==> src/rtl/jtkiwi_shrarb_if.sv <==
// CPU-side bus of the shared-RAM arbiter: one instance per requesting CPU.
// stall is the CPU wait request; "wait" itself is a reserved word.
interface jtkiwi_shrarb_if #(
    parameter int AW = 13
);
    logic          cs;
    logic          rnw;
    logic [AW-1:0] addr;
    logic [7:0]    din;
    logic [7:0]    dout;
    logic          stall;

    modport master (
        output cs, rnw, addr, din,
        input  dout, stall
    );

    modport slave (
        input  cs, rnw, addr, din,
        output dout, stall
    );
endinterface

==> src/rtl/jtkiwi_shrarb.sv <==
// Serialises main and sub CPU bus cycles onto one synchronous 8-bit RAM port,
// one RAM access per bus cycle, round-robin on simultaneous requests.
module jtkiwi_shrarb #(
    parameter int AW = 13
) (
    input  logic              rst,
    input  logic              clk,
    jtkiwi_shrarb_if.slave    m,
    jtkiwi_shrarb_if.slave    s,
    output logic [AW-1:0]     ram_addr,
    output logic [7:0]        ram_din,
    output logic              ram_we,
    input  logic [7:0]        ram_dout
);
    typedef enum logic [1:0] {IDLE, ACC, LAT} state_t;

    state_t state;
    logic   gnt;        // 1: sub owns the current access
    logic   last;       // 1: sub was granted most recently
    logic   gnt_rd;
    logic   done_m;
    logic   done_s;

    logic   pend_m;
    logic   pend_s;
    logic   pick_s;

    assign pend_m  = m.cs & ~done_m;
    assign pend_s  = s.cs & ~done_s;
    assign m.stall = pend_m;
    assign s.stall = pend_s;

    // On a tie the requester that was not served last wins
    assign pick_s = pend_s & (~pend_m | ~last);

    always_ff @(posedge clk or posedge rst) begin
        if (rst) begin
            state    <= IDLE;
            gnt      <= 1'b0;
            last     <= 1'b1;
            gnt_rd   <= 1'b0;
            ram_we   <= 1'b0;
            ram_addr <= '0;
            ram_din  <= '0;
            m.dout   <= 8'h00;
            s.dout   <= 8'h00;
            done_m   <= 1'b0;
            done_s   <= 1'b0;
        end else begin
            if (!m.cs) done_m <= 1'b0;
            if (!s.cs) done_s <= 1'b0;
            case (state)
                IDLE: begin
                    if (pend_m || pend_s) begin
                        state <= ACC;
                        gnt   <= pick_s;
                        last  <= pick_s;
                        if (pick_s) begin
                            ram_addr <= s.addr;
                            ram_din  <= s.din;
                            ram_we   <= ~s.rnw;
                            gnt_rd   <= s.rnw;
                        end else begin
                            ram_addr <= m.addr;
                            ram_din  <= m.din;
                            ram_we   <= ~m.rnw;
                            gnt_rd   <= m.rnw;
                        end
                    end
                end
                ACC: begin
                    ram_we <= 1'b0;
                    state  <= LAT;
                end
                LAT: begin
                    state <= IDLE;
                    // done only sticks if the CPU is still in the same bus cycle
                    if (gnt) begin
                        if (gnt_rd) s.dout <= ram_dout;
                        done_s <= s.cs;
                    end else begin
                        if (gnt_rd) m.dout <= ram_dout;
                        done_m <= m.cs;
                    end
                end
                default: state <= IDLE;
            endcase
        end
    end
endmodule

==> src/flat_wrapper.sv <==
// flat-port wrapper written by rule: the top's interface ports become plain ports
module jtkiwi_shrarb_flat 
#(
    parameter int AW = 13
)
  (rst, clk, ram_addr, ram_din, ram_we, ram_dout, m_cs, m_rnw, m_addr, m_din, m_dout, m_stall, s_cs, s_rnw, s_addr, s_din, s_dout, s_stall);
  jtkiwi_shrarb_if #(.AW(AW)) m_i ();
  jtkiwi_shrarb_if #(.AW(AW)) s_i ();
  input  logic rst;
  input  logic clk;
  output logic [AW-1:0] ram_addr;
  output logic [7:0] ram_din;
  output logic ram_we;
  input  logic [7:0] ram_dout;
  input wire logic [$bits(m_i.cs)-1:0] m_cs;
  input wire logic [$bits(m_i.rnw)-1:0] m_rnw;
  input wire logic [$bits(m_i.addr)-1:0] m_addr;
  input wire logic [$bits(m_i.din)-1:0] m_din;
  output wire logic [$bits(m_i.dout)-1:0] m_dout;
  output wire logic [$bits(m_i.stall)-1:0] m_stall;
  input wire logic [$bits(s_i.cs)-1:0] s_cs;
  input wire logic [$bits(s_i.rnw)-1:0] s_rnw;
  input wire logic [$bits(s_i.addr)-1:0] s_addr;
  input wire logic [$bits(s_i.din)-1:0] s_din;
  output wire logic [$bits(s_i.dout)-1:0] s_dout;
  output wire logic [$bits(s_i.stall)-1:0] s_stall;
  assign m_i.cs = m_cs;
  assign m_i.rnw = m_rnw;
  assign m_i.addr = m_addr;
  assign m_i.din = m_din;
  assign m_dout = m_i.dout;
  assign m_stall = m_i.stall;
  assign s_i.cs = s_cs;
  assign s_i.rnw = s_rnw;
  assign s_i.addr = s_addr;
  assign s_i.din = s_din;
  assign s_dout = s_i.dout;
  assign s_stall = s_i.stall;
  jtkiwi_shrarb #(.AW(AW)) u_core (.rst(rst), .clk(clk), .m(m_i), .s(s_i), .ram_addr(ram_addr), .ram_din(ram_din), .ram_we(ram_we), .ram_dout(ram_dout));
endmodule
==> config.mk <==
export PLATFORM = sky130hd
export DESIGN_NAME = jtkiwi_shrarb_flat
export DESIGN_NICKNAME = d
export VERILOG_FILES = /design/src/rtl/jtkiwi_shrarb_if.sv /design/src/rtl/jtkiwi_shrarb.sv /design/src/flat_wrapper.sv
export SDC_FILE = /design/constraint.sdc
export NUM_CORES = 1
export LEC_CHECK = 0
export ABC_AREA = 0
export CORE_AREA = 4 4 94 96
export DETAILED_ROUTE_END_ITERATION = 8
export DIE_AREA = 0 0 98 100
export HOLD_SLACK_MARGIN = 0.12
export SLEW_MARGIN = 15
export SYNTH_ARGS = -nofsm -noshare
export SYNTH_HDL_FRONTEND = slang
export SYNTH_SLANG_ARGS = --single-unit
==> constraint.sdc <==
create_clock -name clk -period 1.82 [get_ports clk]
set_input_delay 0.364 -clock clk [delete_from_list [all_inputs] [get_ports clk]]
set_output_delay 0.364 -clock clk [all_outputs]
set_load 0.1 [all_outputs]
==> run_1/met1.png <==
The bar under the picture is 20 microns long. Supply wires on this layer in gray.
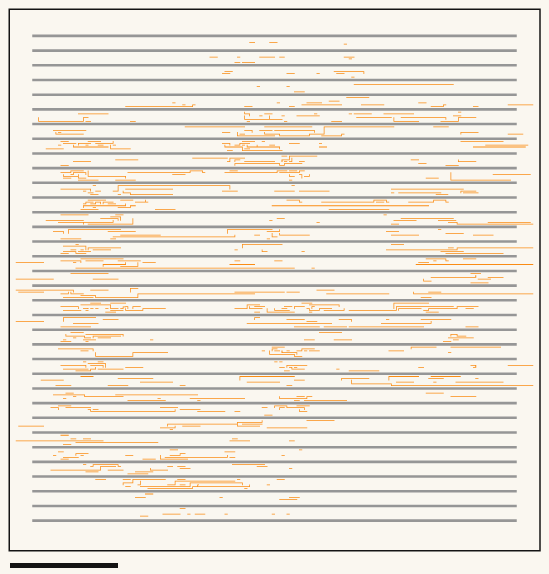
longest straight run	40.5 microns
share of all routed wire	39%
main direction	horizontal
wire length on this layer	2,110 microns
routed via count: 1,666
final wirelength: 5440 microns

==> run_1/met2.png <==
The bar under the picture is 20 microns long.
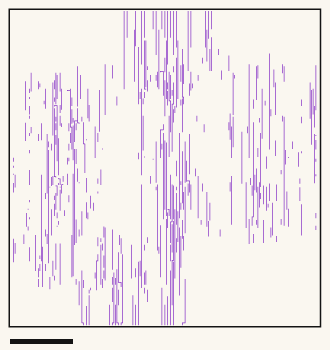
wire length on this layer	2,750 microns
longest straight run	35.7 microns
nets with wire on the layer	284
met2 usage: 0.202

==> run_1/met3.png <==
Cells faint in the background.
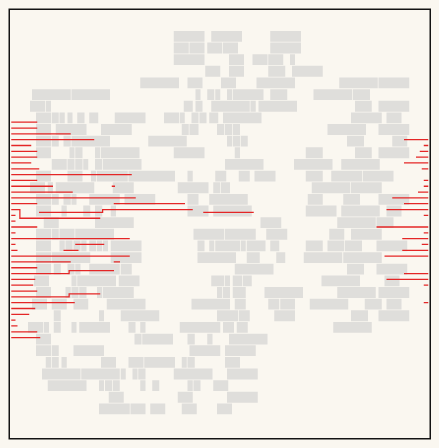
nets with wire on the layer	64
longest straight run	28.8 microns
GR Util met3: 0.0514

==> run_1/clock_map.png <==
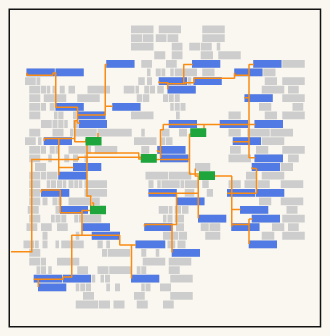
[blue] flip-flops | count: 45
[orange] clock wires | length: 604 microns
[green] cells driving clock nets | count: 5
routed clock nets	6
clk_skew: 0.00546 ns
clk_lat worst skew: 0.29 ns

==> reports/qor.csv, run 1 <==
stage,metric,value,unit
run_status,status,"finished, final reports clean",
synthesis,Post-Syn Instances,180,
synthesis,"area share, top type",0.565,
min_path,Hold Path Class,in2async,
clocking,H-tree levels,2,
cells_and_area,layout cell share with drive strength beyond 1,0.310,
setup_path,worst-case reg-to-reg path depth,3,
route,DRC,0,
timing,unrepaired setup endpoints after global routing,false,
synthesis,"Registers, synthesis",45,
synthesis,area of the mapped netlist,1950,sq um
setup_path,CP Data Required Time,1.46,ns
floorplanning,IO Pins,96,
floorplanning,width of the die,98,microns
timing,Fin. Hold Viols,0,
clocking,clk slew on worst S/H paths,0.09,ns
clocking,hold_buf cts,0,
global_routing,first-pass GRT wire length,8940,microns
setup_path,kind of critical path,in2out,
synthesis,Synth top cells by count,"a21oi_1, dfrtp_1, nand2_1",
global_routing,largest net degree at the start of global routing,46,
floorplanning,cell row count,33,
floorplanning,FP Core Util,0.242,
setup_path,r2r setup slk,0.30,ns
clocking,CTS Root Buffer Type,clkbuf_8,
route,Final ANT Viol Nets,0,
placement,Final Wtd Congestion,0.732,
placement,PortBufs,95,
setup_path,CP peak stage delay,0.47,ns
synthesis,Post-synth ARST share,1.00,
timing,final max-slew violation count,0,
global_routing,GRT overflow,0,
timing,"Setup violations, final",0,
floorplanning,die span in y,100,microns
cells_and_area,Final nets,339,
clocking,CTS resizes,0,
global_routing,antenna violations before repair,0,
timing,min cycle time layout,1.73,ns
setup_path,crit start category,input port,
synthesis,Synth Seq Share,0.578,
cells_and_area,Area growth syn-to-layout,85.1,%
timing,slew margin rel.,0.735,
synthesis,flip-flops with a built-in enable,0,
==> run 1: state kept, by name, summed over array words and instances, names as in the netlist <==
register / flops
u_core.gnt: 1
u_core.ram_addr: 13
u_core.state: 2
u_core.gnt_rd: 1
u_core.last: 1
u_core.m.dout: 8
u_core.done_s: 1
u_core.ram_din: 8
u_core.ram_we: 1
u_core.s.dout: 8
u_core.done_m: 1
==> run 1: per-layer routing <==
| layer | vias up | part of all wire | GRT usage |
|---|---|---|---|
| met5 | - | 0 | 0 |
| met2 | 70 | 0.50 | 0.202 |
| li1 | 814 | - | - |
| met4 | 0 | 0.0085 | 0.0288 |
| met1 | 777 | 0.39 | 0.127 |
| met3 | 5 | 0.099 | 0.0514 |
==> run 1: final cells by class <==
type | instances | area (sq um)
fill | 771 | 4440
timing repair buffer | 105 | 1490
sequential | 45 | 1130
multi-input combinational | 124 | 733
tap | 105 | 131
clock buffer | 6 | 82.6
clock inverter | 2 | 37.5
inverter | 2 | 7.51
==> run 1: critical path, delay by kind of cell <==
family	cells	cell delay (ns)
buffers and inverters	3	0.78
AND/OR/NAND/NOR	1	0.21
==> run 1: layout by cell type, fill, tap and decap left out, types with 5 or more instances in the layout <==
cell             instances
buf_12                  45
buf_4                    5
mux2_2                  16
nor2_1                  18
clkbuf_8                 6
clkdlybuf4s50_1         55
dfrtp_1                 44
a21oi_1                 44
nand2_1                 25
nor2_2                   5
==> run 1: cells by family after synthesis <==
kind of cell           share of synthesized area
buffers and inverters                     0.0456
and+or+nand+nor                            0.145
DFF                                        0.578
AOI/OAI and AO/OA                          0.139
muxes                                     0.0924
==> run 1: through the flow <==
stage	cells	cell area [sq um]
after global routing	389	3610
after detailed placement	381	3490
after CTS	389	3610
after floorplan	180	1950
final	389	3610
after global placement	381	3490
==> run 1 -> run 2 <==
--- a/config.mk
+++ b/config.mk
@@ -9,6 +9,7 @@
 export CORE_AREA = 4 4 94 96
 export DETAILED_ROUTE_END_ITERATION = 8
 export DIE_AREA = 0 0 98 100
+export GPL_ROUTABILITY_DRIVEN = 0
 export HOLD_SLACK_MARGIN = 0.12
 export SLEW_MARGIN = 15
 export SYNTH_ARGS = -nofsm -noshare
==> run_2/final_congestion.png <==
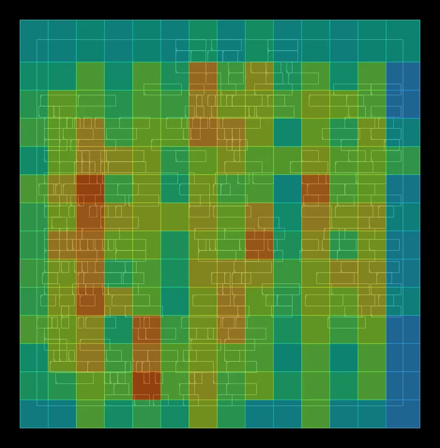
GRT Max-Usage Layer: met2
GRT Util Overall: 0.115
M1 GR Usage: 0.127
Avg WL per Cell: 14.0 microns
fin util: 0.448

==> run 2 against run 1 <==
Sequential share of layout area did not move. Highest routed layer unchanged. Wire length unchanged. Sequential cell count unchanged. First-iteration DRC count unchanged. Cell count stayed put. Core utilization unchanged. Worst hold slack stayed put. Critical path type unchanged. Fmax did not move. Synthesized cell count stayed put.
==> reports/qor.csv, run 2 <==
stage,metric,value,unit,change
setup_path,CP Data Required Time,1.46,ns,about the same
timing,min cycle time layout,1.73,ns,unchanged
route,routed via count,1666,,unchanged
cells_and_area,fillcell total,771,,unchanged
clocking,CTS resizes,0,,unchanged
cells_and_area,Sequential Area,1130,sq um,unchanged
cells_and_area,layout cell share with drive strength beyond 1,0.310,,unchanged
setup_path,CP peak stage delay,0.47,ns,about the same
floorplanning,width of the die,98,microns,unchanged
route,Final ANT Viol Nets,0,,unchanged
global_routing,antenna violations before repair,0,,unchanged
global_routing,GRT overflow,0,,unchanged
synthesis,Synth top cells by count,"a21oi_1, dfrtp_1, nand2_1",,unchanged
timing,final max-slew violation count,0,,unchanged
floorplanning,IO Pins,96,,unchanged
clocking,H-tree levels,2,,unchanged
cells_and_area,Top reg by flops,u_core.ram_addr,,unchanged
floorplanning,die span in y,100,microns,unchanged
setup_path,Worst Path Buf+Inv,3,,unchanged
run_status,status,"finished, final reports clean",,unchanged
timing,"Setup violations, final",0,,unchanged
cells_and_area,Area growth syn-to-layout,85.1,%,unchanged
cells_and_area,Final nets,339,,unchanged
cells_and_area,max reg flops,13,,unchanged
timing,Fin. Hold Viols,0,,unchanged
timing,unrepaired setup endpoints after global routing,false,,unchanged
synthesis,flip-flops with a built-in enable,0,,unchanged
clocking,CTS Root Buffer Type,clkbuf_8,,unchanged
timing,slew margin rel.,0.735,,unchanged
route,final wirelength,5440,microns,unchanged
global_routing,first-pass GRT wire length,8940,microns,unchanged
global_routing,met2 usage,0.202,,unchanged
synthesis,"Registers, synthesis",45,,unchanged
clocking,clk_lat worst skew,0.29,ns,about the same
timing,clk_skew,0.00546,ns,unchanged
synthesis,Post-Syn Instances,180,,unchanged
placement,Placed Cells,381,,unchanged
synthesis,Post-synth ARST share,1.00,,unchanged
global_routing,GR Util met3,0.0514,,unchanged
==> run_2/met3.png <==
Cells faint in the background.
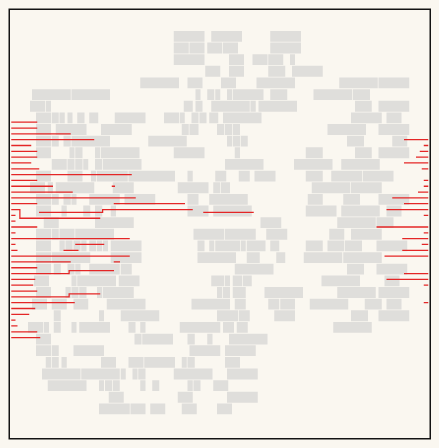
share of all routed wire	9.9%
longest straight run	28.8 microns

[run 2: cell counts in the layout (fill, tap and decap cells not counted)]
No cell type changed its count.
[run 2: final timing paths]
kind | cells after the start | end | slack, ns
max reg2reg | 3 | u_core.m.dout[7]$_DFFE_PP0P_ | 0.30
max | 4 | s_stall | 0.09
min reg2reg | 1 | u_core.state[1]$_DFFE_PP0P_ | 0.49
min in group clk | 1 | u_core.state[1]$_DFFE_PP0P_ | 0.49
min | 3 | u_core.m.dout[7]$_DFFE_PP0P_ | 0.41
max in group asynchronous | 3 | u_core.last$_DFFE_PP1P_ | 1.12
[run 2: logic make-up after synthesis]
logic type | share of synthesized area
DFF | 0.578
buffers and inverters | 0.0456
AOI/OAI and AO/OA | 0.139
muxes | 0.0924
and+or+nand+nor | 0.145
[run 2: worst register-to-register path: cells and delay by family, from the launching register on]
kind | cells | cell delay, ns
multiplexers | 1 | 0.38
flip-flops | 1 | 0.41
AND/OR/NAND/NOR | 2 | 0.62
[run 2: routing by layer]
layer	up-vias	part of all wire
met2	70	0.50
li1	814	-
met3	5	0.099
met4	0	0.0085
met5	-	0
met1	777	0.39
[run 2: layout make-up]
cell class	instances	area share
Timing Repair Buffer	105	0.413
Sequential cell	45	0.312
Multi-Input combinational cell	124	0.203
Tap cell	105	0.0364
Clock buffer	6	0.0229
Clock inverter	2	0.0104
Inverter	2	0.00208
